### config.mk
export PLATFORM = sky130hd
export DESIGN_NAME = mc_ctrl_unit
export DESIGN_NICKNAME = d
export VERILOG_FILES = /design/src/rtl/mc_ctrl_pkg.sv /design/src/rtl/cond_eval.sv /design/src/rtl/mc_ctrl_unit.sv
export SDC_FILE = /design/constraint.sdc
export NUM_CORES = 1
export LEC_CHECK = 0
export CORE_MARGIN = 2
export CORE_UTILIZATION = 39
export DETAILED_ROUTE_END_ITERATION = 10
export PLACE_DENSITY = 0.87
export SLEW_MARGIN = 30
export SYNTH_ARGS = -nofsm -noshare
export SYNTH_HDL_FRONTEND = slang
export SYNTH_HIERARCHICAL = 1
export SYNTH_SLANG_ARGS = --single-unit
### constraint.sdc
create_clock -name clk -period 2.1 [get_ports clk]
set_input_delay 0.42 -clock clk [delete_from_list [all_inputs] [get_ports clk]]
set_output_delay 0.42 -clock clk [all_outputs]
set_load 0.01 [all_outputs]
### src/rtl/mc_ctrl_pkg.sv
// Shared encodings for the multicycle control unit: FSM states, condition
// codes, instruction op classes, data-processing commands and ALU controls.
package mc_ctrl_pkg;

  typedef enum logic [3:0] {
    S_FETCH  = 4'd0,
    S_DECODE = 4'd1,
    S_MEMADR = 4'd2,
    S_MEMRD  = 4'd3,
    S_MEMWB  = 4'd4,
    S_MEMWR  = 4'd5,
    S_EXER   = 4'd6,
    S_EXEI   = 4'd7,
    S_ALUWB  = 4'd8,
    S_BRANCH = 4'd9
  } state_t;

  // Condition field encodings
  localparam logic [3:0] COND_EQ = 4'b0000;
  localparam logic [3:0] COND_NE = 4'b0001;
  localparam logic [3:0] COND_CS = 4'b0010;
  localparam logic [3:0] COND_CC = 4'b0011;
  localparam logic [3:0] COND_MI = 4'b0100;
  localparam logic [3:0] COND_PL = 4'b0101;
  localparam logic [3:0] COND_VS = 4'b0110;
  localparam logic [3:0] COND_VC = 4'b0111;
  localparam logic [3:0] COND_HI = 4'b1000;
  localparam logic [3:0] COND_LS = 4'b1001;
  localparam logic [3:0] COND_GE = 4'b1010;
  localparam logic [3:0] COND_LT = 4'b1011;
  localparam logic [3:0] COND_GT = 4'b1100;
  localparam logic [3:0] COND_LE = 4'b1101;
  localparam logic [3:0] COND_AL = 4'b1110;
  localparam logic [3:0] COND_NV = 4'b1111;

  // Instruction classes (Instr[27:26])
  localparam logic [1:0] OP_DP  = 2'b00;
  localparam logic [1:0] OP_MEM = 2'b01;
  localparam logic [1:0] OP_BR  = 2'b10;
  localparam logic [1:0] OP_ILL = 2'b11;

  // Data-processing commands (funct[4:1])
  localparam logic [3:0] CMD_ADD = 4'b0100;
  localparam logic [3:0] CMD_SUB = 4'b0010;
  localparam logic [3:0] CMD_CMP = 4'b1010;
  localparam logic [3:0] CMD_AND = 4'b0000;
  localparam logic [3:0] CMD_ORR = 4'b1100;

  // ALU operation select
  localparam logic [1:0] ALU_ADD = 2'b00;
  localparam logic [1:0] ALU_SUB = 2'b01;
  localparam logic [1:0] ALU_AND = 2'b10;
  localparam logic [1:0] ALU_ORR = 2'b11;

  // Unknown commands fall back to ADD
  function automatic logic [1:0] cmd_to_alu(input logic [3:0] cmd);
    case (cmd)
      CMD_ADD: cmd_to_alu = ALU_ADD;
      CMD_SUB: cmd_to_alu = ALU_SUB;
      CMD_CMP: cmd_to_alu = ALU_SUB;
      CMD_AND: cmd_to_alu = ALU_AND;
      CMD_ORR: cmd_to_alu = ALU_ORR;
      default: cmd_to_alu = ALU_ADD;
    endcase
  endfunction

endpackage

### src/rtl/cond_eval.sv
// Condition-field evaluator: decides whether an instruction executes given
// the registered NZCV flags. Purely combinational.
module cond_eval
  import mc_ctrl_pkg::*;
(
  input  logic [3:0] i_cond,
  input  logic [3:0] i_flags,
  output logic       o_pass
);

  logic w_n, w_z, w_c, w_v;
  assign {w_n, w_z, w_c, w_v} = i_flags;

  // Map each condition code to its flag predicate
  always_comb begin
    o_pass = 1'b0;
    case (i_cond)
      COND_EQ: o_pass = w_z;
      COND_NE: o_pass = ~w_z;
      COND_CS: o_pass = w_c;
      COND_CC: o_pass = ~w_c;
      COND_MI: o_pass = w_n;
      COND_PL: o_pass = ~w_n;
      COND_VS: o_pass = w_v;
      COND_VC: o_pass = ~w_v;
      COND_HI: o_pass = w_c & ~w_z;
      COND_LS: o_pass = ~w_c | w_z;
      COND_GE: o_pass = ~(w_n ^ w_v);
      COND_LT: o_pass = w_n ^ w_v;
      COND_GT: o_pass = ~w_z & ~(w_n ^ w_v);
      COND_LE: o_pass = w_z | (w_n ^ w_v);
      COND_AL: o_pass = 1'b1;
      COND_NV: o_pass = 1'b0;
      default: o_pass = 1'b0;
    endcase
  end

endmodule

### src/rtl/mc_ctrl_unit.sv
// Multicycle control unit: sequences fetch/decode/execute/writeback, holds
// the NZCV flags and gates architectural writes with the condition result.
// Datapath controls are a Moore decode of the state register; they are held
// at zero combinationally while rst_n is low so a pending write dies at once.
module mc_ctrl_unit
  import mc_ctrl_pkg::*;
(
  input  logic       clk,
  input  logic       rst_n,
  input  logic [3:0] cond,
  input  logic [1:0] op,
  input  logic [5:0] funct,
  input  logic [3:0] rd,
  input  logic [3:0] alu_flags,
  output logic       pc_write,
  output logic       adr_src,
  output logic       mem_write,
  output logic       ir_write,
  output logic       reg_write,
  output logic       alu_src_a,
  output logic [1:0] alu_src_b,
  output logic [1:0] result_src,
  output logic [1:0] alu_ctrl,
  output logic [3:0] flags_q,
  output logic [3:0] state_o
);

  state_t     r_state;
  logic [3:0] r_flags;
  logic       r_cond_pass;
  logic       w_cond_pass;
  logic       w_ibit, w_sbit;
  logic [3:0] w_cmd;
  logic       w_is_cmp, w_cv_upd, w_pc_dest;

  assign w_ibit    = funct[5];
  assign w_cmd     = funct[4:1];
  assign w_sbit    = funct[0];
  assign w_is_cmp  = (w_cmd == CMD_CMP);
  assign w_cv_upd  = (w_cmd == CMD_ADD) | (w_cmd == CMD_SUB) | w_is_cmp;
  assign w_pc_dest = (rd == 4'd15);

  cond_eval u_cond_eval (
    .i_cond  (cond),
    .i_flags (r_flags),
    .o_pass  (w_cond_pass)
  );

  // State register with next-state selection
  always_ff @(posedge clk or negedge rst_n) begin
    if (!rst_n) begin
      r_state <= S_FETCH;
    end else begin
      case (r_state)
        S_FETCH:  r_state <= S_DECODE;
        S_DECODE: begin
          case (op)
            OP_MEM:  r_state <= S_MEMADR;
            OP_DP:   r_state <= w_ibit ? S_EXEI : S_EXER;
            OP_BR:   r_state <= S_BRANCH;
            OP_ILL:  r_state <= S_FETCH;
            default: r_state <= S_FETCH;
          endcase
        end
        S_MEMADR: r_state <= w_sbit ? S_MEMRD : S_MEMWR;
        S_MEMRD:  r_state <= S_MEMWB;
        S_EXER:   r_state <= S_ALUWB;
        S_EXEI:   r_state <= S_ALUWB;
        default:  r_state <= S_FETCH;
      endcase
    end
  end

  // Latch the condition result as decode completes
  always_ff @(posedge clk or negedge rst_n) begin
    if (!rst_n) begin
      r_cond_pass <= 1'b0;
    end else if (r_state == S_DECODE) begin
      r_cond_pass <= w_cond_pass;
    end
  end

  // Flags update at the end of execute; C/V only for arithmetic commands
  always_ff @(posedge clk or negedge rst_n) begin
    if (!rst_n) begin
      r_flags <= 4'b0000;
    end else if ((r_state == S_EXER || r_state == S_EXEI) && r_cond_pass &&
                 (w_sbit || w_is_cmp)) begin
      r_flags[3:2] <= alu_flags[3:2];
      if (w_cv_upd) r_flags[1:0] <= alu_flags[1:0];
    end
  end

  // Moore output decode, forced to zero while reset is asserted
  always_comb begin
    pc_write   = 1'b0;
    adr_src    = 1'b0;
    mem_write  = 1'b0;
    ir_write   = 1'b0;
    reg_write  = 1'b0;
    alu_src_a  = 1'b0;
    alu_src_b  = 2'b00;
    result_src = 2'b00;
    alu_ctrl   = ALU_ADD;
    case (r_state)
      S_FETCH: begin
        ir_write   = 1'b1;
        pc_write   = 1'b1;
        alu_src_a  = 1'b1;
        alu_src_b  = 2'b10;
        result_src = 2'b10;
      end
      S_DECODE: begin
        alu_src_a  = 1'b1;
        alu_src_b  = 2'b10;
        result_src = 2'b10;
      end
      S_MEMADR: alu_src_b = 2'b01;
      S_MEMRD:  adr_src = 1'b1;
      S_MEMWB: begin
        result_src = 2'b01;
        reg_write  = r_cond_pass & ~w_pc_dest;
        pc_write   = r_cond_pass & w_pc_dest;
      end
      S_MEMWR:  mem_write = r_cond_pass;
      S_EXER:   alu_ctrl = cmd_to_alu(w_cmd);
      S_EXEI: begin
        alu_src_b = 2'b01;
        alu_ctrl  = cmd_to_alu(w_cmd);
      end
      S_ALUWB: begin
        reg_write = r_cond_pass & ~w_is_cmp & ~w_pc_dest;
        pc_write  = r_cond_pass & ~w_is_cmp & w_pc_dest;
      end
      S_BRANCH: begin
        alu_src_b  = 2'b01;
        result_src = 2'b10;
        pc_write   = r_cond_pass;
      end
      default: ;
    endcase
    if (!rst_n) begin
      pc_write   = 1'b0;
      adr_src    = 1'b0;
      mem_write  = 1'b0;
      ir_write   = 1'b0;
      reg_write  = 1'b0;
      alu_src_a  = 1'b0;
      alu_src_b  = 2'b00;
      result_src = 2'b00;
      alu_ctrl   = ALU_ADD;
    end
  end

  assign flags_q = r_flags;
  assign state_o = r_state;

endmodule
==> impl_metrics.tcl <==
# collected from the flow reports
set metrics [dict create \
    wl_met3_um 151 \
    top_cells_by_count "dfrtp_1, nor2_1, a21oi_1, nand2_1" \
    use_met2_pct 42.3 \
    synth.avg_cell_area_um2 8.58 \
    layout-drive-gt1-share_pct 25.2 \
    fp.dieW_um 50.2 \
    stdcell_count 178 \
    inverters 3 \
    ys_sh_simple_pct 29.5 \
    setup_slack_ns 0.0942 \
    switching_share_pct 43.6 \
    yosys.cell_types.count 38 \
    hold_violations 0 \
    crit_required_ns 1.68 \
    h-tree-depth 1 \
    slowest_stage "clkdlybuf4s50_1" \
    die.size.y_um 50.2 \
    antenna_found_initial 0 \
    grt-busiest-layer "met2" \
    pwr-share-seq_pct 22.8 \
    fp_nets 119 \
    drt_iter0_drc 18 \
    worst-path-max-fanout 2 \
    cts_hold_buf 0 \
    fp.dieArea_um2 2520 \
    fin_skew_ns 0.00399 \
    crit_type "input port to primary output" \
    final_nets 174 \
    grt_remaining_overflow 0 \
    startpoint_type "input port" \
    drt_wl_total_mm 2.59 \
    top_layer_used "met4" \
    buf_share_pct 36.7 \
    tool_warnings 28 \
    hold_path.class "input port to asynchronous set/reset pin" \
    grt_max_degree 16 \
    maxPowerGroup "combinational logic" \
    report.final.slew_viol_count 0 \
    comb_area_um2 593 \
    critPathBufInv 2 \
    cpLargestDelayFamily "buffers and inverters" \
    adder_share_pct 0 \
    final_cell_area_um2 1410 \
    cp_cell_sequence "clkdlybuf4s50_1, nand2b_1, o311ai_4, o22ai_2, buf_2" \
    reg2reg_slack_ns 0.36 \
    clock_path_buffers 2 \
    vias 966 \
    fill_cells 133 \
    status "finished clean" \
    cts_resized 32 \
    ys_cells 97 \
    avgViaCountPerCell 5.43 \
    topCellsByArea "dfrtp_1, mux2_2, xor2_1" \
    final_cell_mix "clkdlybuf4s50_1, buf_4, nor2_1, dfrtp_1, dlygate4sd2_1" \
    grt_first_pass_wirelength_mm 4.22 \
    ys.flop_type "dfrtp_1" \
    drt-met1-wl_mm 1.02 \
    comb_share_pct 42.2 \
    fin_setup_tns_ns 0 \
    p_clk_share_pct 9.1 \
    ant_nets 0 \
    nMultiInputCombCells 78 \
    min_period_ns 2.01 \
]
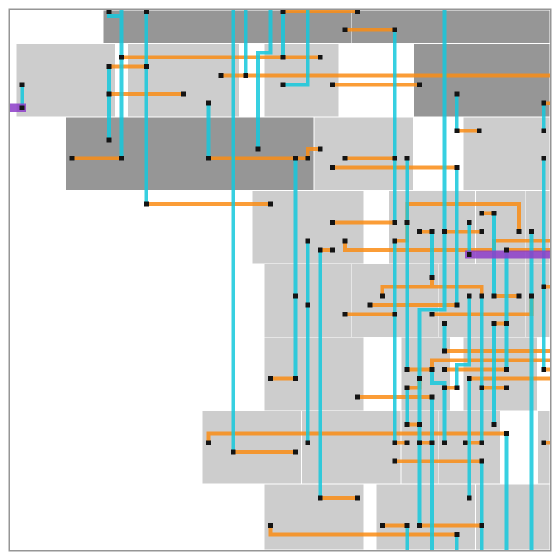
**Above:** zoomed window.
Window x 3 to 23, y 3 to 23 µm. Cells in grey, sequential cells in the stronger grey; small squares are vias.
cyan -> M2
purple -> M3
orange -> M1
most frequent = clkdlybuf4s50_1 (7), mux2_2 (3)
sequential cells in the window = 2
netlist names of flops here include = `flags_q` (1), `r_cond_pass` (1)
cells with their middle in the window = 23

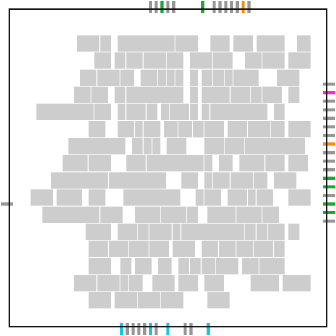
**Above:** pin placement.
Pins as bars across the die edge, other pins in grey.
cyan -> `cond`  # pins 4, direction input, edge south
magenta -> `reg_write`  # pins 1, direction output, edge east
orange -> `result_src`  # pins 2, direction output, edge 1 east, 1 north
green -> `funct`  # pins 6, direction input, edge 4 east, 2 north
all pins by edge = 17 east, 13 north, 11 south, 1 west

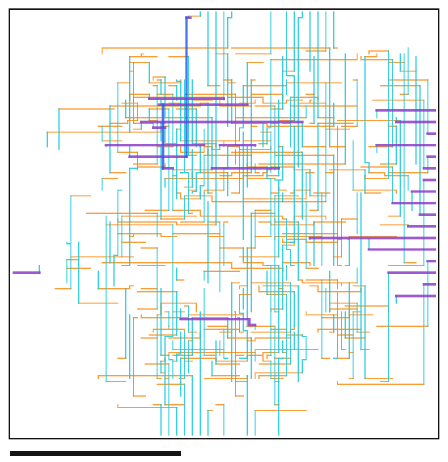
**Above:** routed metal, one colour a layer.
The bar under the picture is 20 µm long.
purple -> M3  # wire length 152 µm
cyan -> M2  # wire length 1400 µm
orange -> M1  # wire length 1020 µm
blue -> M4  # wire length 23.8 µm

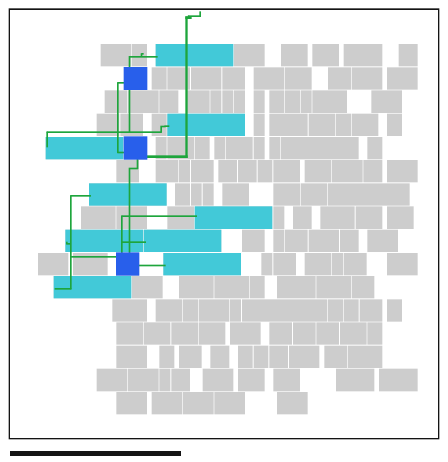
**Above:** clock wires, drivers and flops.
The bar under the picture is 20 µm long.
green -> clock wires  # length 125 µm
blue -> clock-net drivers  # count 3
cyan -> flip-flops  # count 9
routed clock nets = 4

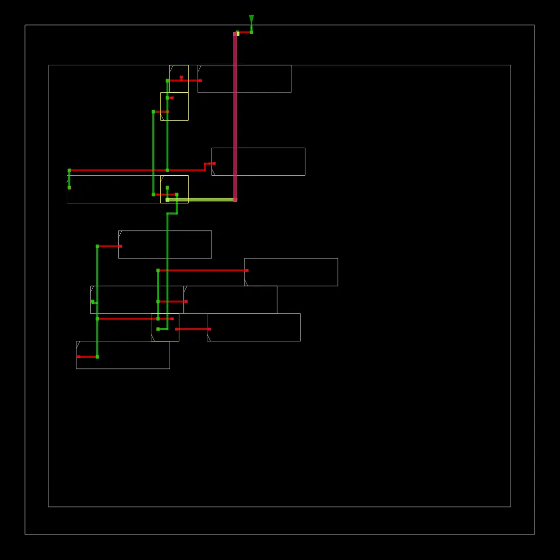
**Above:** clock nets.
seq_cells: 9
Late-Pin Clk Latency: 0.26 ns
cts bufs inserted: 3

Power is estimated from default activity; no workload was simulated.
